### config.mk
export PLATFORM = sky130hd
export DESIGN_NAME = time_set_ctrl_flat
export DESIGN_NICKNAME = d
export VERILOG_FILES = /design/src/rtl/time_set_ctrl_pkg.sv /design/src/rtl/time_set_ctrl_if.sv /design/src/rtl/time_set_ctrl_btn_debounce.sv /design/src/rtl/time_set_ctrl.sv /design/src/flat_wrapper.sv
export SDC_FILE = /design/constraint.sdc
export NUM_CORES = 1
export LEC_CHECK = 0
export CORE_ASPECT_RATIO = 0.6
export CORE_MARGIN = 2
export CORE_UTILIZATION = 40
export CTS_BUF_LIST = sky130_fd_sc_hd__clkbuf_2
export CTS_CLUSTER_SIZE = 30
export DETAILED_ROUTE_END_ITERATION = 16
export DONT_BUFFER_PORTS = 1
export GPL_TIMING_DRIVEN = 0
export HOLD_SLACK_MARGIN = 0.12
export PLACE_DENSITY_LB_ADDON = 0.15
export REMOVE_ABC_BUFFERS = 1
export SLEW_MARGIN = 20
export SYNTH_ARGS = -nofsm -noshare
export SYNTH_HDL_FRONTEND = slang
export SYNTH_SLANG_ARGS = --single-unit
### constraint.sdc
create_clock -name clk -period 3.34 [get_ports clk]
set_clock_uncertainty 0.15 [all_clocks]
set_input_delay 0.668 -clock clk [delete_from_list [all_inputs] [get_ports clk]]
set_output_delay 0.668 -clock clk [all_outputs]
set_load 0.05 [all_outputs]
### src/rtl/time_set_ctrl_pkg.sv
// Shared types and BCD helpers for the time-set editor.
// States, field limits, blink masks and digit positions of the {h2,h1,m2,m1,s2,s1} packing.
package time_set_pkg;

   localparam logic [2:0] ST_IDLE    = 3'd0;
   localparam logic [2:0] ST_SET_HR  = 3'd1;
   localparam logic [2:0] ST_SET_MIN = 3'd2;
   localparam logic [2:0] ST_SET_SEC = 3'd3;
   localparam logic [2:0] ST_COMMIT  = 3'd4;

   typedef enum logic [2:0] {
      IDLE    = ST_IDLE,
      SET_HR  = ST_SET_HR,
      SET_MIN = ST_SET_MIN,
      SET_SEC = ST_SET_SEC,
      COMMIT  = ST_COMMIT
   } state_e;

   localparam logic [7:0] HR_MAX = 8'h23;
   localparam logic [7:0] MS_MAX = 8'h59;

   localparam logic [5:0] MASK_HR  = 6'b110000;
   localparam logic [5:0] MASK_MIN = 6'b001100;
   localparam logic [5:0] MASK_SEC = 6'b000011;

   localparam int H2_LSB = 20;
   localparam int H1_LSB = 16;
   localparam int M2_LSB = 12;
   localparam int M1_LSB = 8;
   localparam int S2_LSB = 4;
   localparam int S1_LSB = 0;

   // Two-digit BCD step with wrap at the field limit; never goes through binary.
   function automatic logic [7:0] bcd_inc(input logic [7:0] v, input logic [7:0] max);
      if (v == max) return 8'h00;
      if (v[3:0] == 4'd9) return {v[7:4] + 4'd1, 4'd0};
      return {v[7:4], v[3:0] + 4'd1};
   endfunction

   function automatic logic [7:0] bcd_dec(input logic [7:0] v, input logic [7:0] max);
      if (v == 8'h00) return max;
      if (v[3:0] == 4'd0) return {v[7:4] - 4'd1, 4'd9};
      return {v[7:4], v[3:0] - 4'd1};
   endfunction

   function automatic logic [5:0] field_mask(input state_e s);
      case (s)
         SET_HR:  return MASK_HR;
         SET_MIN: return MASK_MIN;
         SET_SEC: return MASK_SEC;
         default: return 6'b000000;
      endcase
   endfunction

endpackage

### src/rtl/time_set_ctrl_if.sv
// Load bus from the time-set editor to the wall-clock counter.
// load is a single-cycle strobe with no back-pressure: set_time is valid in exactly the cycle load is high.
interface time_set_ctrl_if;
   logic [23:0] set_time;
   logic        load;

   modport master (output set_time, load);
   modport slave  (input  set_time, load);
endinterface

### src/rtl/time_set_ctrl_btn_debounce.sv
// Pushbutton conditioner: 2-flop synchroniser, stability counter and rising-edge press pulse.
// A new level is accepted after DEBOUNCE_CYCLES consecutive cycles of disagreement.
module btn_debounce #(
   parameter int DEBOUNCE_CYCLES = 500000
) (
   input  logic clk,
   input  logic reset,
   input  logic raw,
   output logic level,
   output logic press
);
   localparam int CW = $clog2(DEBOUNCE_CYCLES + 1);

   logic          sync0, sync1, level_d;
   logic [CW-1:0] cnt;

   always_ff @(posedge clk) begin
      if (reset) begin
         sync0   <= 1'b0;
         sync1   <= 1'b0;
         level   <= 1'b0;
         level_d <= 1'b0;
         cnt     <= '0;
      end else begin
         sync0   <= raw;
         sync1   <= sync0;
         level_d <= level;
         if (sync1 != level) begin
            if (cnt == CW'(DEBOUNCE_CYCLES - 1)) begin
               level <= sync1;
               cnt   <= '0;
            end else begin
               cnt <= cnt + CW'(1);
            end
         end else begin
            cnt <= '0;
         end
      end
   end

   assign press = level & ~level_d;

endmodule

### src/rtl/time_set_ctrl.sv
// Time-set editor: debounced keys drive an IDLE/SET_HR/SET_MIN/SET_SEC/COMMIT walk over a BCD shadow time.
// Optional build macro AUTO_REPEAT_EN adds hold-to-repeat on the inc/dec keys.
module time_set_ctrl
   import time_set_pkg::*;
#(
   parameter int DEBOUNCE_CYCLES = 500000,
   parameter int BLINK_CYCLES    = 12500000
) (
   input  logic            clk,
   input  logic            reset,
   input  logic            btn_mode,
   input  logic            btn_inc,
   input  logic            btn_dec,
   input  logic            btn_cancel,
   input  logic [23:0]     cur_time,
   time_set_ctrl_if.master bus,
   output logic            editing,
   output logic [5:0]      blink_mask,
   output logic [2:0]      state
);
   localparam int BW = $clog2(BLINK_CYCLES + 1);

   logic [3:0] raw, lvl, prs;
   logic       mode_p, inc_p, dec_p, cancel_p;
   logic       inc_step, dec_step, step_any, do_arith, editing_nx;
   logic       unused_lvl;
   state_e     st, st_nx;
   logic [23:0] shadow;
   logic [7:0]  fld, fld_max, fld_nx;
   logic        phase;
   logic [BW-1:0] bcnt, hold;

   assign raw = {btn_cancel, btn_dec, btn_inc, btn_mode};

   for (genvar g = 0; g < 4; g++) begin : g_btn
      btn_debounce #(.DEBOUNCE_CYCLES(DEBOUNCE_CYCLES)) u_deb (
         .clk   (clk),
         .reset (reset),
         .raw   (raw[g]),
         .level (lvl[g]),
         .press (prs[g])
      );
   end

   assign mode_p     = prs[0];
   assign inc_p      = prs[1];
   assign dec_p      = prs[2];
   assign cancel_p   = prs[3];
   assign unused_lvl = ^lvl;

`ifdef AUTO_REPEAT_EN
   localparam int RW = $clog2(50 * DEBOUNCE_CYCLES + 1);
   logic [RW-1:0] rpt_cnt;
   logic          rpt_armed, held_inc, held_dec, rpt_fire;

   assign held_inc = lvl[1] & ~lvl[2];
   assign held_dec = lvl[2] & ~lvl[1];
   // First repeat after the long delay, later ones at the short interval.
   assign rpt_fire = editing & (held_inc | held_dec) & ~inc_p & ~dec_p &
                     (rpt_armed ? (rpt_cnt == RW'(20 * DEBOUNCE_CYCLES - 1))
                                : (rpt_cnt == RW'(50 * DEBOUNCE_CYCLES - 1)));

   always_ff @(posedge clk) begin
      if (reset || !editing || !(held_inc || held_dec) || inc_p || dec_p) begin
         rpt_cnt   <= '0;
         rpt_armed <= 1'b0;
      end else if (rpt_fire) begin
         rpt_cnt   <= '0;
         rpt_armed <= 1'b1;
      end else begin
         rpt_cnt <= rpt_cnt + RW'(1);
      end
   end

   assign inc_step = inc_p | (rpt_fire & held_inc);
   assign dec_step = dec_p | (rpt_fire & held_dec);
`else
   assign inc_step = inc_p;
   assign dec_step = dec_p;
`endif

   assign editing    = (st == SET_HR) || (st == SET_MIN) || (st == SET_SEC);
   assign editing_nx = (st_nx == SET_HR) || (st_nx == SET_MIN) || (st_nx == SET_SEC);
   assign step_any   = editing & (inc_step | dec_step);
   // Mode and cancel both pre-empt arithmetic in the same cycle.
   assign do_arith   = editing & ~cancel_p & ~mode_p & (inc_step ^ dec_step);

   always_comb begin
      st_nx = st;
      case (st)
         IDLE:    if (mode_p) st_nx = SET_HR;
         SET_HR:  if (cancel_p) st_nx = IDLE; else if (mode_p) st_nx = SET_MIN;
         SET_MIN: if (cancel_p) st_nx = IDLE; else if (mode_p) st_nx = SET_SEC;
         SET_SEC: if (cancel_p) st_nx = IDLE; else if (mode_p) st_nx = COMMIT;
         default: st_nx = IDLE;
      endcase
   end

   always_comb begin
      fld_max = MS_MAX;
      case (st)
         SET_HR: begin
            fld     = shadow[H1_LSB +: 8];
            fld_max = HR_MAX;
         end
         SET_MIN: fld = shadow[M1_LSB +: 8];
         default: fld = shadow[S1_LSB +: 8];
      endcase
      fld_nx = inc_step ? bcd_inc(fld, fld_max) : bcd_dec(fld, fld_max);
   end

   always_ff @(posedge clk) begin
      if (reset) begin
         st     <= IDLE;
         shadow <= '0;
      end else begin
         st <= st_nx;
         if (st == IDLE && mode_p) begin
            shadow <= cur_time;
         end else if (do_arith) begin
            case (st)
               SET_HR:  shadow[H1_LSB +: 8] <= fld_nx;
               SET_MIN: shadow[M1_LSB +: 8] <= fld_nx;
               default: shadow[S1_LSB +: 8] <= fld_nx;
            endcase
         end
      end
   end

   always_ff @(posedge clk) begin
      if (reset || !editing_nx || st_nx != st) begin
         bcnt  <= '0;
         phase <= 1'b0;
      end else if (bcnt == BW'(BLINK_CYCLES - 1)) begin
         bcnt  <= '0;
         phase <= ~phase;
      end else begin
         bcnt <= bcnt + BW'(1);
      end
   end

   // Keeps the just-edited value lit for a full blink half-period after each step.
   always_ff @(posedge clk) begin
      if (reset || !editing) hold <= '0;
      else if (step_any)     hold <= BW'(BLINK_CYCLES);
      else if (hold != '0)   hold <= hold - BW'(1);
   end

   assign blink_mask   = (editing && phase && hold == '0 && !step_any) ? field_mask(st) : 6'b000000;
   assign bus.set_time = shadow;
   assign bus.load     = (st == COMMIT);
   assign state        = st;

endmodule
### src/flat_wrapper.sv
// flat-port wrapper written by rule: the top's interface ports become plain ports
module time_set_ctrl_flat import time_set_pkg::*;
#(
   parameter int DEBOUNCE_CYCLES = 500000,
   parameter int BLINK_CYCLES    = 12500000
)
  (clk, reset, btn_mode, btn_inc, btn_dec, btn_cancel, cur_time, editing, blink_mask, state, bus_set_time, bus_load);
  time_set_ctrl_if bus_i ();
  input  logic clk;
  input  logic reset;
  input  logic btn_mode;
  input  logic btn_inc;
  input  logic btn_dec;
  input  logic btn_cancel;
  input  logic [23:0] cur_time;
  output logic editing;
  output logic [5:0] blink_mask;
  output logic [2:0] state;
  output wire logic [$bits(bus_i.set_time)-1:0] bus_set_time;
  output wire logic [$bits(bus_i.load)-1:0] bus_load;
  assign bus_set_time = bus_i.set_time;
  assign bus_load = bus_i.load;
  time_set_ctrl #(.DEBOUNCE_CYCLES(DEBOUNCE_CYCLES), .BLINK_CYCLES(BLINK_CYCLES)) u_core (.clk(clk), .reset(reset), .btn_mode(btn_mode), .btn_inc(btn_inc), .btn_dec(btn_dec), .btn_cancel(btn_cancel), .cur_time(cur_time), .bus(bus_i), .editing(editing), .blink_mask(blink_mask), .state(state));
endmodule
cell_density.png
Scale: 3 px per um. The die is cut into 19 by 11 equal tiles; dark blue is low, red is high, 0 to 100% covered.
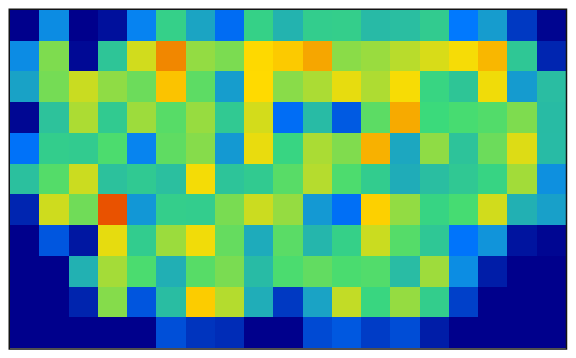
fullest tile: 91%
tiles over 75% full: 5.7%
emptiest ninth of the die: south-east
mean over tiles: 42%
nearly empty tiles: 13%
fraction of the core area covered by cells at the end of the flow: 0.4704
FP Core Util: 0.4112
placeable core area: 19,180 um^2

clk_routes.png
Scale: 3 px per um.
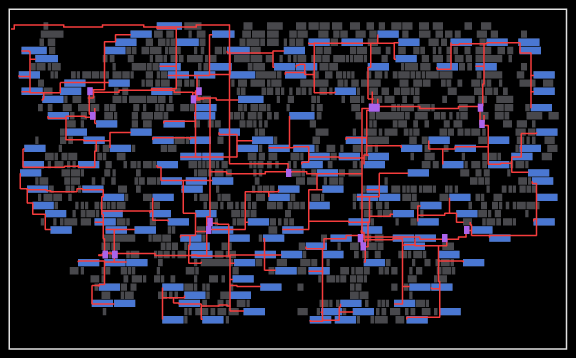
[clock drivers] purple | count: 17
[flip-flops] blue | count: 168
[clock wires] red | length: 2,090 um
routed clock nets: 18
clock latency at the later pin of the worst-skew pair: 0.75 ns
Clock net power: 1.14 mW

congestion.png
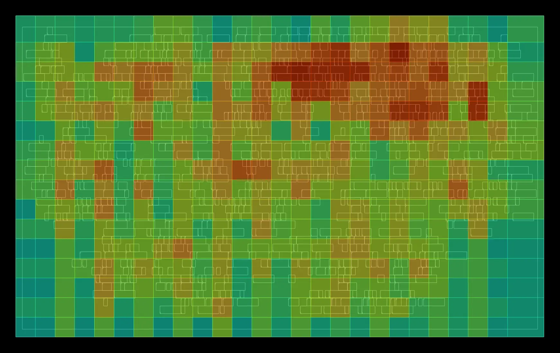
most used routing layer in global routing: met1
met1 layer usage reported by global route: 0.2877

io_fan.png
Scale: 2 px per um.
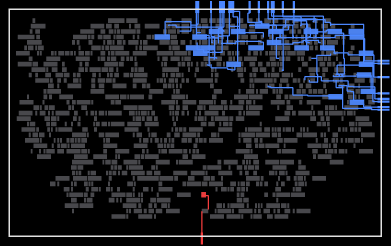
[btn_dec] red | bits: 1 | direction: input | edge: south | end cells: 1 | buffers: 1 | wire: 21.8 um
[bus_set_time] blue | bits: 24 | direction: output | edge: 16 north, 8 east | end cells: 24 | buffers: 0 | wire: 1,160 um
total of buffers placed on input and output ports: 0
number of I/O pins: 65

==> notes.md <==
Physical implementation status

Setup repair after global routing could not meet its margin everywhere. By instance count, the cell type seen most on the critical path is sky130_fd_sc_hd__or3_4. The flow ran to the end, but the final reports show violations. The gate-level netlist out of Yosys references just under 70 unique cell types. The fraction of area in registers stands at 0.3756.

The met3 track demand over resource in global routing stands at 0.05858. The wire length after detailed routing stands at 18,960 um. The chip occupies 20,890 um^2. The critical path in the final layout is reported with a setup slack of -0.4611 ns. The sequential cell count stands at approximately 170. The routed wire length on met2 stands at 7137 um. For reference, the critical path cell chain is nor4_4 > nand3b_1 > or3_4 > nand2b_4 > or3_4 > nor3b_2 > buf_6 > buf_8. The script logs the mean routed wire length per placed instance as approximately 15 um. In this run the remaining antenna-violating nets after routing total 0. Ranking logic cells in the layout by count gives the top entries 163 x sky130_fd_sc_hd__nor2_1, 158 x sky130_fd_sc_hd__dfxtp_1, 71 x sky130_fd_sc_hd__nand2_1. In the final report, the number of endpoints failing setup comes to 6. The register-to-register path setup slack stands at 0.13 ns. The horizontal die size stands at between 150 and 200 um. The kind of cell with the highest combined delay along the critical path is simple AND/OR/NAND/NOR gates. The synthesized area stands at ~8000 um^2. Entering global routing, the biggest net connects 45 pins.

Of the cells placed in the final design, the portion with a size suffix greater than 1 is 0.1241. The script logs the ratio of routed vias to standard cells as around 5.3. The number of buffers created by CTS stands at 17. Counting tap cells, the placed design contains a total of about 1,200 instances. The number of clock sinks seen by CTS stands at about 170. Looking at area per cell type in the netlist, the leader is sky130_fd_sc_hd__dfxtp_1. Summing all placed instances gives a cell area of a little over 8000 um^2. Per the detail_route report, the via count comes to 6,607. Per the run report, area growth between synthesis and finish was 14.39%. Per the area breakdown, the dominant cell category is multi-input combinational cells. The final reports fail on negative setup slack. The timing report notes that buffer and inverter cells on the critical path total 2. The data required time at the worst endpoint stands at between 2 and 3 ns. The number of multi-input combinational cells stands at slightly above 700.
[where the power goes]
| part | internal [mW] | switching [mW] |
|---|---|---|
| clock network | 0.365 | 0.776 |
| registers | 2.01 | 0.00311 |
| logic | 0.0318 | 0.0270 |
[cell families after synthesis]
kind of cell,count (synthesis),synth area share
buf+inv,58,0.03014
compound gates,132,0.1211
simple gates,447,0.2745
xor+xnor,104,0.1155
flops,168,0.4265
fa+ha+maj,13,0.02063
mux,9,0.01174
[registers in the layout (all words and copies together) (netlist names), 3 cells and up]
register	flops
u_core.hold	24
u_core.g_btn.u_deb.level	4
u_core.g_btn.u_deb.level_d	4
u_core.g_btn.u_deb.sync0	4
u_core.state	3
u_core.g_btn.u_deb.cnt	76
u_core.g_btn.u_deb.sync1	4
u_core.bcnt	24
u_core.bus.set_time	24
No activity file was given, so power comes from the tool's default toggle rates.
